==> config.mk <==
export PLATFORM = sky130hd
export DESIGN_NAME = hazard_pipe_ctrl
export DESIGN_NICKNAME = d
export VERILOG_FILES = /design/src/rtl/hazard_pipe_pkg.sv /design/src/rtl/hazard_stage_reg.sv /design/src/rtl/hazard_pipe_ctrl.sv
export SDC_FILE = /design/constraint.sdc
export NUM_CORES = 1
export LEC_CHECK = 0
export ABC_AREA = 0
export CAP_MARGIN = 30
export CORE_MARGIN = 8
export CORE_UTILIZATION = 47
export CTS_BUF_LIST = sky130_fd_sc_hd__clkbuf_2
export CTS_CLUSTER_SIZE = 28
export DETAILED_ROUTE_END_ITERATION = 6
export GPL_TIMING_DRIVEN = 1
export HOLD_SLACK_MARGIN = 0.05
export PLACE_DENSITY = 0.86
export SLEW_MARGIN = 10
export SYNTH_ARGS = -nofsm -noshare
export SYNTH_HDL_FRONTEND = slang
export SYNTH_SLANG_ARGS = --single-unit
==> constraint.sdc <==
create_clock -name clk -period 2.85 [get_ports clk]
set_clock_uncertainty 0.05 [all_clocks]
set_input_delay 0.57 -clock clk [delete_from_list [all_inputs] [get_ports clk]]
set_output_delay 0.57 -clock clk [all_outputs]
set_load 0.03 [all_outputs]
==> src/rtl/hazard_pipe_pkg.sv <==
// Shared definitions for the hazard controller: FSM encoding, register-index
// width and the per-stage destination metadata bundle.
package hazard_pipe_pkg;

  localparam int unsigned REG_W = 5;

  typedef enum logic {
    RUN      = 1'b0,
    MEM_WAIT = 1'b1
  } hz_state_t;

  typedef struct packed {
    logic [REG_W-1:0] rd;
    logic             reg_write;
    logic             mem_read;
  } stage_meta_t;

  localparam stage_meta_t BUBBLE = '0;

endpackage

==> src/rtl/hazard_stage_reg.sv <==
// One pipeline stage of destination metadata; hold wins over bubble, bubble
// wins over loading the upstream stage.
module hazard_stage_reg
  import hazard_pipe_pkg::*;
(
  input  logic        clk,
  input  logic        rst_n,
  input  logic        hold,
  input  logic        bubble,
  input  stage_meta_t d,
  output stage_meta_t q
);

  // NOTE: sequential state uses non-blocking assignment and an asynchronous
  // active-low reset so every stage clears at once without a clock.
  always_ff @(posedge clk or negedge rst_n) begin
    if (!rst_n)      q <= BUBBLE;
    else if (hold)   q <= q;
    else if (bubble) q <= BUBBLE;
    else             q <= d;
  end

endmodule

==> src/rtl/hazard_pipe_ctrl.sv <==
// Load-use / memory-wait / taken-branch hazard control for a 5-stage MIPS
// pipeline, plus the DX/XM/MW destination tracking consumed by forwarding.
module hazard_pipe_ctrl
  import hazard_pipe_pkg::*;
#(
  parameter int unsigned TIMEOUT = 8,
  parameter int unsigned CNT_W   = 16
) (
  input  logic             clk,
  input  logic             rst_n,
  input  logic             valid_FD,
  input  logic [REG_W-1:0] rs_FD,
  input  logic [REG_W-1:0] rt_FD,
  input  logic             useRs_FD,
  input  logic             useRt_FD,
  input  logic [REG_W-1:0] rd_FD,
  input  logic             regWrite_FD,
  input  logic             memRead_FD,
  input  logic             branchTaken_DX,
  input  logic             dmemReady,
  output logic             stall_F,
  output logic             stall_D,
  output logic             stall_X,
  output logic             flush_D,
  output logic [REG_W-1:0] rd_DX,
  output logic [REG_W-1:0] rd_XM,
  output logic [REG_W-1:0] rd_MW,
  output logic             regWrite_DX,
  output logic             regWrite_XM,
  output logic             regWrite_MW,
  output logic             memRead_DX,
  output logic             memRead_XM,
  output logic             inMemWait,
  output logic             memTimeout,
  output logic [CNT_W-1:0] stallCount
);

  localparam int unsigned WCNT_W = $clog2(TIMEOUT + 1);

  stage_meta_t meta_fd, meta_dx, meta_xm, meta_mw;
  hz_state_t   state, state_nxt;
  logic [WCNT_W-1:0] wait_cnt;
  logic mem_stall, load_use, branch, dx_bubble;

  assign meta_fd = '{rd: rd_FD, reg_write: regWrite_FD, mem_read: memRead_FD};

  assign mem_stall = meta_xm.mem_read & ~dmemReady;
  assign load_use  = valid_FD & meta_dx.mem_read & meta_dx.reg_write &
                     (meta_dx.rd != '0) &
                     ((useRs_FD & (rs_FD == meta_dx.rd)) |
                      (useRt_FD & (rt_FD == meta_dx.rd)));
  assign branch    = branchTaken_DX & ~mem_stall;

  // Controls are gated by rst_n so they drop the instant reset asserts.
  assign stall_F = rst_n & (mem_stall | (load_use & ~branchTaken_DX));
  assign stall_D = stall_F;
  assign stall_X = rst_n & mem_stall;
  assign flush_D = rst_n & branch;

  assign dx_bubble = branchTaken_DX | load_use | ~valid_FD;

  hazard_stage_reg u_dx (
    .clk(clk), .rst_n(rst_n), .hold(mem_stall), .bubble(dx_bubble),
    .d(meta_fd), .q(meta_dx)
  );

  hazard_stage_reg u_xm (
    .clk(clk), .rst_n(rst_n), .hold(mem_stall), .bubble(1'b0),
    .d(meta_dx), .q(meta_xm)
  );

  hazard_stage_reg u_mw (
    .clk(clk), .rst_n(rst_n), .hold(1'b0), .bubble(mem_stall),
    .d(meta_xm), .q(meta_mw)
  );

  assign rd_DX       = meta_dx.rd;
  assign rd_XM       = meta_xm.rd;
  assign rd_MW       = meta_mw.rd;
  assign regWrite_DX = meta_dx.reg_write;
  assign regWrite_XM = meta_xm.reg_write;
  assign regWrite_MW = meta_mw.reg_write;
  assign memRead_DX  = meta_dx.mem_read;
  assign memRead_XM  = meta_xm.mem_read;
  assign inMemWait   = (state == MEM_WAIT);

  // NOTE: always_comb assigns a default first so no path infers a latch.
  always_comb begin
    state_nxt = state;
    unique case (state)
      RUN:      if (mem_stall) state_nxt = MEM_WAIT;
      MEM_WAIT: if (dmemReady) state_nxt = RUN;
      default:  state_nxt = RUN;
    endcase
  end

  always_ff @(posedge clk or negedge rst_n) begin
    if (!rst_n) begin
      state      <= RUN;
      wait_cnt   <= '0;
      memTimeout <= 1'b0;
    end else begin
      state <= state_nxt;
      if (state == MEM_WAIT && dmemReady) begin
        wait_cnt <= '0;
      end else if (state == MEM_WAIT) begin
        if (wait_cnt != WCNT_W'(TIMEOUT)) wait_cnt <= wait_cnt + 1'b1;
        if (wait_cnt == WCNT_W'(TIMEOUT - 1)) memTimeout <= 1'b1;
      end
    end
  end

  always_ff @(posedge clk or negedge rst_n) begin
    if (!rst_n)                             stallCount <= '0;
    else if (stall_F && stallCount != '1)  stallCount <= stallCount + 1'b1;
  end

endmodule

==> run_1/layer_met3.png <==
Scale: 3 px per um. Cells faint in the background.
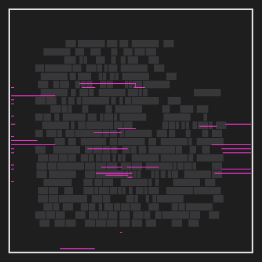
main direction = horizontal
nets with wire on the layer = 28
wire length on this layer = 216 um
DR vias: 1606
final wirelength: 4800 um
met3 Use GR: 0.0469

==> run_1/placement.png <==
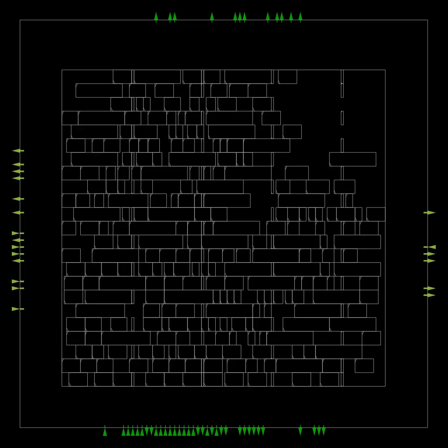
fin cells: 310
Seq/total area: 0.383
num tapcells: 50

==> CHANGELOG.md, run 1 <==
### Implementation results

- Cell Area, Synth: around 2000 um2
- Req. time, crit path: approximately 2.2 ns
- Clk slew on worst S/H paths: 0.20 ns
- Synth flops: 42
- Fin util: 0.688
- Async SR Flop Fraction: 1.00
- GR Util met2: 0.240
- Gr ovfl total: 0
- N_diodes: 0
- Final hold vios: 0
- Die height: 80.6 um
- Worst Setup Start Kind: register
- Synth Instances: 182
- Number of global-route vias before repair: 1564
- Largest net degree at the start of global routing: 29
- Setup WS post-layout: 0.0665 ns
- LEAKAGE: 1.29 nW
- Slew @ Worst Pin: 0.629 ns
- Reg2reg path depth: 5
- Pwr per Cell Area: 522 nW/um2
- Setup TNS: 0 ns
- IO Pins: 66
- Fmax achieved: 0.359 GHz
- Avg Cell Area, Syn: 10.8 um2
- Worst rel slew slack: 0.581
- First-pass GRT wire length: roughly 7900 um
- Worst hold slack: 0.457 ns
- Post-route design area: approximately 2800 um2
- Max Cap Violations: 0
- DR vias/cell: about 5.2
- Antenna Violating Nets Remaining: 0
- Latency at later pin: 0.40 ns
- Average wire per standard cell: ~15 um
- Root Driver: clkbuf_2
- Critical path arrival: between 2 and 2.5 ns
- Number of enable flip-flop cells: 0
- Total global-route track usage: 0.156
- Max Slew Vio Count: 0
- Antenna violations before repair: 0
- Worst Hold Class: register to register
- Port Buf Inserts: 65
- Top cells by area: dfrtp_1 54%, xnor2_1 5.8%, nand2_1 5.0%
- Crit-path max FO: 5
- Critical Path End: stall_F
- Die Wd: 80.6 um
- Yosys Instances: between 150 and 200
- Final setup violation count: 0
- Sequential power share: 0.517
- Initial DRT Pass Iterations: 4
- Seq share, synth: 0.536
- Post-DP HPWL: 3660 um
- Total CTS buffers: 5
- Core Util at FP: 0.490
- Top_reg_cell synth: dfrtp_1
- Clock power frac: 0.173
- H-Tree Level Count: 2
- GR Util met1: 0.197
- Synth unique cells: 34
- CTS max path bufs: 2
- CTS tree: yes
- Minimum clock period: between 2 and 3 ns
- Peak supply drop: between 0.0003 and 0.0004 V
- Share of cells above drive strength 1: 0.115
- Last weighted congestion value of the routability-driven placer: 0.817
- Syn_nets: ~210
- Nets: 286
- YS chip area: between 1500 and 2000 um2
- R2R setup slack: 0.46 ns
- Setup crit end kind: output port
- Die ar.: 6490 um2
- Area grow syn2layout: 40.5%
- Rows: 23
- Initial DRC count: 76
- Status: completed
- Area leader share: 0.536
==> run_1/placement_by_type.png <==
Scale: 6 px per um.
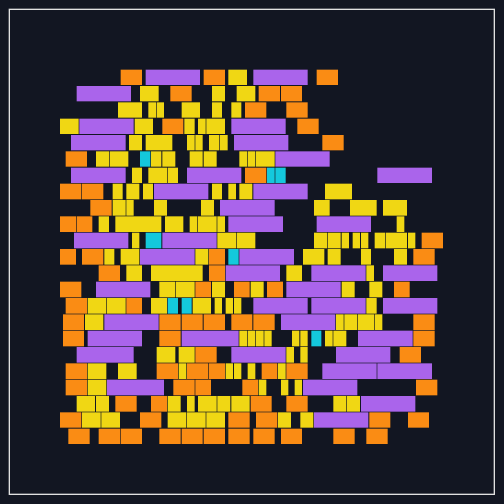
purple -> flops  # cells 42
orange -> other buffers and delay cells  # cells 76
yellow -> combinational and other logic  # cells 134
cyan -> clock drivers and dummy loads  # cells 8

-- run 1: flip-flops by register name, summed over array words and instances (netlist names) --
signal,cells
u_mw.q,6
u_dx.q,7
u_xm.q,7
memTimeout,1
stallCount,16
wait_cnt,4
inMemWait,1
-- run 1: area by class of cell --
class | count | area (um2)
multi-input cells | 127 | 846
flip-flops and latches | 42 | 1050
repair buffers | 76 | 723
well taps | 50 | 62.6
clock buffers | 5 | 25.0
inverters | 7 | 26.3
fillers | 305 | 1250
clock inverters | 3 | 16.3
-- run 1: worst min path at each step --
stage	start	end	slack, ns	depth (start not counted)
after floorplan	rst_n	inMemWait$_DFF_PN0_	0.22	0
after global placement	memTimeout$_DFFE_PN0P_	memTimeout$_DFFE_PN0P_	0.40	1
after detailed placement	memTimeout$_DFFE_PN0P_	memTimeout$_DFFE_PN0P_	0.43	1
after CTS	stallCount[7]$_DFFE_PN0P_	stallCount[7]$_DFFE_PN0P_	0.46	1
after global routing	rst_n	stallCount[11]$_DFFE_PN0P_	0.47	2
final	stallCount[7]$_DFFE_PN0P_	stallCount[7]$_DFFE_PN0P_	0.46	1
-- run 1: stage by stage --
step	power (W)	instances
floorplan	0.000999	182
global placement	0.00118	295
detailed placement	0.00120	295
CTS	0.00144	304
global route	0.00152	310
finish	0.00144	310
-- run 1: cell families (layout without fill, tap and decap cells) --
kind of cell / after synthesis / count (layout) / share of synthesized area
AOI/OAI and AO/OA: 20 / 20 / 0.0830
DFF: 42 / 42 / 0.536
muxes: 3 / 3 / 0.0166
adders and majority gates: 3 / 3 / 0.0191
xor gates and xnor gates: 24 / 24 / 0.107
buffers and inverters: 13 / 91 / 0.0325
and+or+nand+nor: 77 / 77 / 0.205
-- run 1: what timing repair did --
item | CTS | global route
endpoints found under the hold margin | 14 | 0
buffers inserted | 0 | 6
endpoints found under the setup margin | 2 | 2
hold buffers | 1 | 0
resized | 1 | 3
-- run 1: Yosys cell counts (all sizes together), types with 2 or more instances --
master / number
xnor2: 13
buf: 2
nand3: 7
inv: 7
nor2: 9
a21oi: 3
and2: 7
nor4: 4
and2b: 2
nand2b: 2
nor3: 5
ha: 3
xor2: 11
nor3b: 2
nand4: 5
dfrtp: 42
mux2: 2
o22ai: 5
clkbuf: 4
and3: 3
a22o: 7
nand2: 26
-- run 1: critical path: stages (launching register included) --
cell and delay (ns):
dfrtp_2 0.46, or4_1 0.53, o2111ai_1 0.23, nor3b_1 0.09, a21o_1 0.26, buf_4 0.20
-- run 1: layer usage --
metal  wire, um  part of all wire  up-vias
met3        216             0.045        9
met2       2510              0.52       39
met4         87             0.018        0
met1       1980              0.41      781
li1           -                 -      777
met5          0                 0        -
-- run 1: power groups by stage --
stage	Clock [W]	Sequential, W	Combinational, W
after global routing	0.000283	0.000755	0.000484
after detailed placement	0	0.000757	0.000439
after floorplan	0	0.000832	0.000167
after CTS	0.000257	0.000746	0.000441
final	0.000249	0.000744	0.000445
after global placement	0	0.000755	0.000423
## Run 2: what changed since run 1
- CORE_UTILIZATION: 47 -> 41
- PLACE_DENSITY: 0.86 -> 0.77
==> run 2 against run 1 <==
- flip-flop count stayed put
- critical path depth unchanged
- critical endpoint unchanged
- die size grew 12%
- largest cell class unchanged
==> CHANGELOG.md, run 2 <==
### Implementation results

- Status: completed
- Peak supply drop: 0.000371 V
- Beginning of the worst hold path: memTimeout$_DFFE_PN0P_
- Unrepaired setup endpoints after global routing: no
- Setup WS post-layout: 0.134 ns
- Async SR Flop Fraction: 1.00
- Total CTS buffers: 5
- Tcrit/Tclk final: 0.953
- Core Util at FP: 0.421
- Fin util: 0.593
- IO Pins: 66
- Reg2reg path depth: 5
- Tool warnings: 27
- Total global-route track usage: 0.140
- N_diodes: 0
- Clk slew on worst S/H paths: 0.23 ns
- Antenna violations before repair: 0
- Critical path cell sequence: or4_1, o2111ai_2, nor3b_1, a21o_1, buf_4
- Critical path's largest stage delay: 0.54 ns
- Yosys Instances: roughly 180
- Count leader, synth: dfrtp_1
- MUX area fraction: 0.0166
- Post-route DRC violation count: 0
- Minimum clock period: 2.72 ns
- Number of enable flip-flop cells: 0
- Nets: 285
- Worst Hold Class: register to register
- Synth unique cells: 34
- Crit-path max FO: 4
- Rows: 25
- Syn. warnings: 0
- Avg Cell Area, Syn: 10.8 um2
- Area leader share: 0.536
- Setup WS pre-CTS: 0.201 ns
- Top flop regs: stallCount (16), u_dx.q (7), u_xm.q (7)
- Setup TNS: 0 ns
- Critical R2R Capture: stallCount[1]$_DFFE_PN0P_
- Hold path depth: 1
- Post-synth top cells: 42 x dfrtp_1, 26 x nand2_1, 13 x xnor2_1
- Max Cap Violations: 0
- H-Tree Level Count: 2
- Final wirelength: ~4900 um
- Max reg flops: 16
- DR vias/cell: 5.10
- Top_reg_cell synth: dfrtp_1
- Port Buf Inserts: roughly 65
- Core ar.: 4660 um2
- Initial DRC count: 39
- Crit path from: u_dx.q[3]$_DFFE_PN0N_
- WP buf/inv: 1
- Post-Synth Adder-Cell Area: 0.0191
- Post-DP HPWL: 3690 um
- Critical path's slowest cell: or4_1
- Root Driver: clkbuf_2
- Average wire per standard cell: approximately 16 um
- Syn_nets: 209
- CTS sink count: 42
- Synth flops: between 40 and 50
- DR vias: 1595
- Post-synth top area cell: dfrtp_1
- Top cells excl fill/tap: 60 x clkdlybuf4s50_1, 39 x dfrtp_1, 26 x nand2_1, 13 x xnor2_1, 13 x buf_4
- Share of cells above drive strength 1: 0.120
- Commonest Layout Cell: clkdlybuf4s50_1
- Top cells by area: dfrtp_1 54%, xnor2_1 5.8%, nand2_1 5.0%
- Worst Setup Start Kind: register
- Worst rel slew slack: 0.587
- Post-route design area: 2760 um2
- Synth logic family: simple AND/OR/NAND/NOR gates
- Max Slew Vio Count: 0
- YS chip area: 1960 um2
- Gr ovfl total: 0
- Number of global-route vias before repair: about 1600
- Largest net degree at the start of global routing: 30
- Synth Instances: about 180
- LEAKAGE: 1.28 nW
- Reg with most FFs: stallCount
- Cell Area, Synth: 1960 um2
- Latency at later pin: 0.40 ns
- Initial DRT Pass Iterations: 4
- Ao+oa area frac: 0.0830
- Xor/xnor share: 0.107
- CP Depth: 5
- Req. time, crit path: 2.23 ns
- DP Area: between 2000 and 3000 um2
- Area grow syn2layout: 40.9%
- Seq share, synth: 0.536
- Antenna Violating Nets Remaining: 0
- CTS tree: yes
- First-pass GRT wire length: a little over 8000 um
- Setup crit end kind: output port
- Die Wd: 85.2 um
- Die ar.: 7250 um2
- Worst hold slack: 0.441 ns
- Critical path arrival: 2.10 ns
- Last weighted congestion value of the routability-driven placer: ~0.8
- Final setup violation count: 0
- CTS max path bufs: 2
- Critical path class: register to output port
- CP delay by family, top: simple AND/OR/NAND/NOR gates
- Reg2reg start: stallCount[0]$_DFFE_PN0P_
- R2R setup slack: 0.45 ns
- Fmax achieved: 0.368 GHz
- Final hold vios: 0
- Die height: ~85 um
- Simple share: 0.205
- Hold Crit Endpoint: memTimeout$_DFFE_PN0P_
- Slew @ Worst Pin: 0.619 ns
- Pwr per Cell Area: around 520 nW/um2
==> run 2: metrics by stage <==
step	std cells	total power [W]
2_1_floorplan	182	0.000999
3_5_place_dp	300	0.00119
3_3_place_gp	300	0.00118
6_report	313	0.00145
4_1_cts	311	0.00146
5_1_grt	313	0.00154
==> run 2: power by group <==
| part | leakage (nW) | switching [W] | internal (W) |
|---|---|---|---|
| clock network | 0.0256 | 0.000206 | 0.0000628 |
| logic | 0.713 | 0.000231 | 0.000206 |
| registers | 0.546 | 0.0000798 | 0.000663 |
| total | 1.28 | 0.000517 | 0.000931 |
==> run 2: repair_timing <==
action                                 4_1_cts  5_1_grt
endpoints found under the hold margin       14        0
hold buffers                                 1        0
resized                                      2        2
buffers inserted                             2        2
setup endpoints to repair                    2        2
cloned                                       0        0
==> run 2: worst max path at each step <==
stage	slack, ns	to
2_1_floorplan	0.25	stall_F
3_3_place_gp	0.27	stallCount[9]$_DFFE_PN0P_
3_5_place_dp	0.20	stallCount[7]$_DFFE_PN0P_
4_1_cts	0.02	stall_F
5_1_grt	0.02	stall_F
6_report	0.13	stall_F
==> run 2: layer usage <==
| metal | vias up | share of wire | GRT usage |
|---|---|---|---|
| met2 | 40 | 0.49 | 0.227 |
| met3 | 8 | 0.049 | 0.0376 |
| met4 | 0 | 0.015 | 0.0566 |
| met5 | - | 0 | 0 |
| met1 | 772 | 0.44 | 0.171 |
| li1 | 775 | - | - |
==> run 2: cell families (layout without fill, tap and decap cells) <==
group,after synthesis,in the layout
AOI/OAI and AO/OA,20,20
and+or+nand+nor,77,77
adders and majority gates,3,3
DFF,42,42
xor gates and xnor gates,24,24
muxes,3,3
buffers and inverters,13,90
==> run 2: layout make-up <==
| cell class | count | area, um2 |
|---|---|---|
| inverter | 7 | 26.3 |
| tap | 54 | 67.6 |
| multi-input combinational | 127 | 852 |
| fill | 408 | 1900 |
| clock buffer | 5 | 25.0 |
| sequential | 42 | 1050 |
| clock inverter | 3 | 23.8 |
| timing repair buffer | 75 | 713 |
==> run_2/sizes.png <==
Scale: 4 px per um.
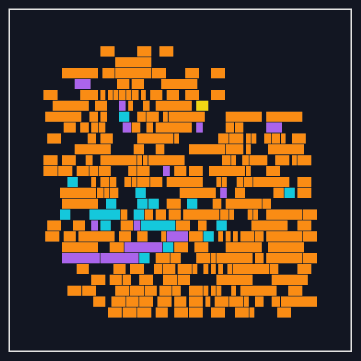
cyan -> _3 and _4 cells  # cells 17, share 6.6%
yellow -> _6 and larger  # cells 1, share 0.39%
orange -> _0 and _1 cells  # cells 228, share 88%
purple -> _2 cells  # cells 13, share 5.0%

## Run 3: what changed since run 2
- CTS_CLUSTER_DIAMETER: default -> 50
- CTS_CLUSTER_SIZE: 28 -> 24
==> run 3 against run 2 <==
- synthesized cell count unchanged
- critical path depth stayed put
- clock power barely moved
- synthesized area stayed put
- global-route usage is the same
- largest cell class unchanged
==> CHANGELOG.md, run 3 <==
### Implementation results

- Core Util at FP: 0.421
- Largest net degree at the start of global routing: 30
- Critical path's slowest cell: or4_1
- Cell Area, Synth: 1960 um2
- Critical path cell sequence: or4_1, o2111ai_2, nor3b_1, a21o_1, buf_4
- Area grow syn2layout: 40.9%
- Setup TNS: 0 ns
- Last weighted congestion value of the routability-driven placer: 0.814
- Max reg flops: 16
- Tool warnings: 27
- Worst Setup Start Kind: register
- Max Cap Violations: 0
- Post-synth top cells: 42 x dfrtp_1, 26 x nand2_1, 13 x xnor2_1
- Total global-route track usage: 0.140
- Simple share: 0.205
- Sequential power share: 0.513
- Latency at later pin: 0.40 ns
- Initial DRC count: 39
- Ao+oa area frac: 0.0830
- Synth unique cells: 34
- Register area: 1050 um2
- Top flop regs: stallCount (16), u_dx.q (7), u_xm.q (7)
- Die ar.: 7250 um2
- Internal Dissipation: 0.000931 W
- Clk slew on worst S/H paths: 0.23 ns
- Hold path depth: 1
- Reg with most FFs: stallCount
- IO Pins: 66
- Root Driver: clkbuf_2
- Commonest Layout Cell: clkdlybuf4s50_1
- LEAKAGE: 1.28 nW
- Share of cells above drive strength 1: 0.120
- Post-Synth Adder-Cell Area: 0.0191
- CTS sink count: approximately 42
- Critical path class: register to output port
- Slew @ Worst Pin: about 0.62 ns
- Die Wd: 85.2 um
- Average wire per standard cell: roughly 16 um
- Antenna Violating Nets Remaining: 0
- Core ar.: 4660 um2
- Top cells excl fill/tap: 60 x clkdlybuf4s50_1, 39 x dfrtp_1, 26 x nand2_1, 13 x xnor2_1, 13 x buf_4
- Top_reg_cell synth: dfrtp_1
- Setup crit end kind: output port
- Synth Instances: 182
- Worst Hold Class: register to register
- Final hold vios: 0
- Avg Cell Area, Syn: 10.8 um2
- Area leader share: 0.536
- CTS max path bufs: 2
- H-Tree Level Count: 2
- Critical path arrival: 2.10 ns
- Critical path's largest stage delay: 0.54 ns
- Total CTS buffers: 5
- Seq share, synth: 0.536
- Rows: 25
- Post-synth top area cell: dfrtp_1
- Sw frac: 0.357
- Crit-path max FO: 4
- DR vias: 1595
- Clock power frac: 0.185
- Tcrit/Tclk final: 0.953
- Top cells by area: dfrtp_1 54%, xnor2_1 5.8%, nand2_1 5.0%
- Async SR Flop Fraction: 1.00
- CTS tree: yes
- Peak supply drop: 0.000371 V
- MUX area fraction: 0.0166
- Syn. warnings: 0
- Switching Power: roughly 0.00052 W
- Synth flops: 42
- Logic area: between 800 and 900 um2
- DR vias/cell: 5.10
- Req. time, crit path: approximately 2.2 ns
- Worst rel slew slack: 0.587
- Fmax achieved: ~0.37 GHz
- Number of global-route vias before repair: 1614
- Antenna violations before repair: 0
- Yosys Instances: 182
- Status: completed
- Count leader, synth: dfrtp_1
- Pwr per Cell Area: 524 nW/um2
- Syn_nets: about 210
- Port Buf Inserts: ~65
- Reg2reg path depth: 5
- Xor/xnor share: 0.107
- Gate power share: 0.302
- N_diodes: 0
- Final setup violation count: 0
- Fin util: 0.593
- Die height: 85.2 um
- Number of enable flip-flop cells: 0
- Minimum clock period: between 2 and 3 ns
- Final wirelength: 4880 um
- Fill cells: between 400 and 500
- YS chip area: ~2000 um2
- Synth logic family: simple AND/OR/NAND/NOR gates
- Initial DRT Pass Iterations: 4
- Post-route DRC violation count: 0
- Max Slew Vio Count: 0
- Post-DP HPWL: 3690 um
- First-pass GRT wire length: 8130 um
- Gr ovfl total: 0
- Unrepaired setup endpoints after global routing: no
- Nets: roughly 290
[run 3: cell counts in the layout (fill, tap and decap cells not counted)]
Identical to the previous run, type by type.
[run 3: worst paths after layout]
kind | from | end | slack, ns
max | u_dx.q[3]$_DFFE_PN0N_ | stall_F | 0.13
min | memTimeout$_DFFE_PN0P_ | memTimeout$_DFFE_PN0P_ | 0.44
max reg2reg | stallCount[0]$_DFFE_PN0P_ | stallCount[1]$_DFFE_PN0P_ | 0.45
min reg2reg | memTimeout$_DFFE_PN0P_ | memTimeout$_DFFE_PN0P_ | 0.44
max in group asynchronous | rst_n | stallCount[4]$_DFFE_PN0P_ | 1.79
min in group asynchronous | rst_n | stallCount[13]$_DFFE_PN0P_ | 0.61
[run 3: repair_timing]
item	4_1_cts	5_1_grt
setup endpoints to repair	2	2
gates resized	2	2
hold endpoints to repair	14	0
pin swaps	0	0
buffers inserted	2	2
hold buffers	1	0
[run 3: area by class of cell]
cell class,instances,area share
inverter,7,0.00951
clock inverter,3,0.00861
tap,54,0.0245
multi-input combinational,127,0.308
sequential,42,0.382
clock buffer,5,0.00906
timing repair buffer,75,0.258
[run 3: critical path: cells and delay by family (launching register included)]
family                 cells  cell delay [ns]
AND-OR/OR-AND              2             0.42
flip-flops                 1             0.46
AND/OR/NAND/NOR            2             0.63
buffers and inverters      1             0.18
[run 3: routing by layer]
layer | wire length [um] | global-route usage | up-vias
met4 | 75 | 0.0566 | 0
met2 | 2400 | 0.227 | 40
met1 | 2160 | 0.171 | 772
met5 | 0 | 0 | -
li1 | - | - | 775
met3 | 241 | 0.0376 | 8
[run 3: kinds of logic after synthesis]
kind of cell / Yosys count
AND/OR/NAND/NOR: 77
flip-flops: 42
XOR/XNOR: 24
AND-OR/OR-AND: 20
buffers and inverters: 13
multiplexers: 3
adder cells (fa/ha/maj): 3
[run 3: per-stage QoR]
stage | instances | cell area (um2) | total power [W] | setup WS [ns] | hold WS [ns]
after floorplan | 182 | 1960 | 0.000999 | 0.254 | 0.224
after global placement | 300 | 2660 | 0.00118 | 0.270 | 0.400
after detailed placement | 300 | 2660 | 0.00119 | 0.201 | 0.404
after CTS | 311 | 2740 | 0.00146 | 0.0184 | 0.446
after global routing | 313 | 2760 | 0.00154 | 0.0158 | 0.482
final | 313 | 2760 | 0.00145 | 0.134 | 0.441
[run 3: power groups by stage]
stage          clock (W)  combinational (W)  sequential (W)
3_5_place_dp           0           0.000430        0.000758
3_3_place_gp           0           0.000424        0.000755
6_report        0.000269           0.000437        0.000743
2_1_floorplan          0           0.000167        0.000832
5_1_grt         0.000302           0.000474        0.000760
4_1_cts         0.000278           0.000439        0.000744
==> run_3/placement_by_type.png <==
Scale: 6 px per um.
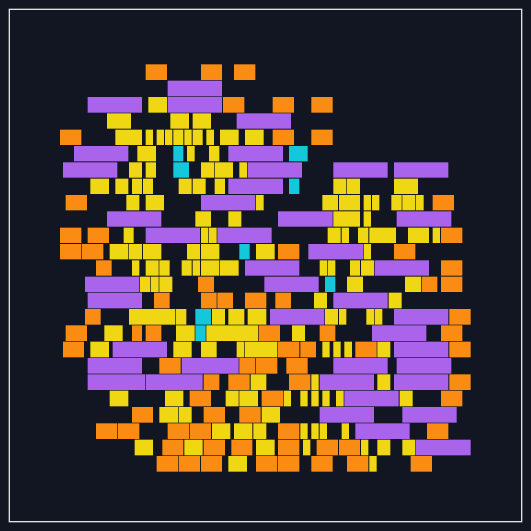
cyan -> clock drivers and dummy loads  # cells 8
yellow -> combinational and other logic  # cells 134
purple -> flops  # cells 42
orange -> other buffers and delay cells  # cells 75

Power is estimated from default activity; no workload was simulated.
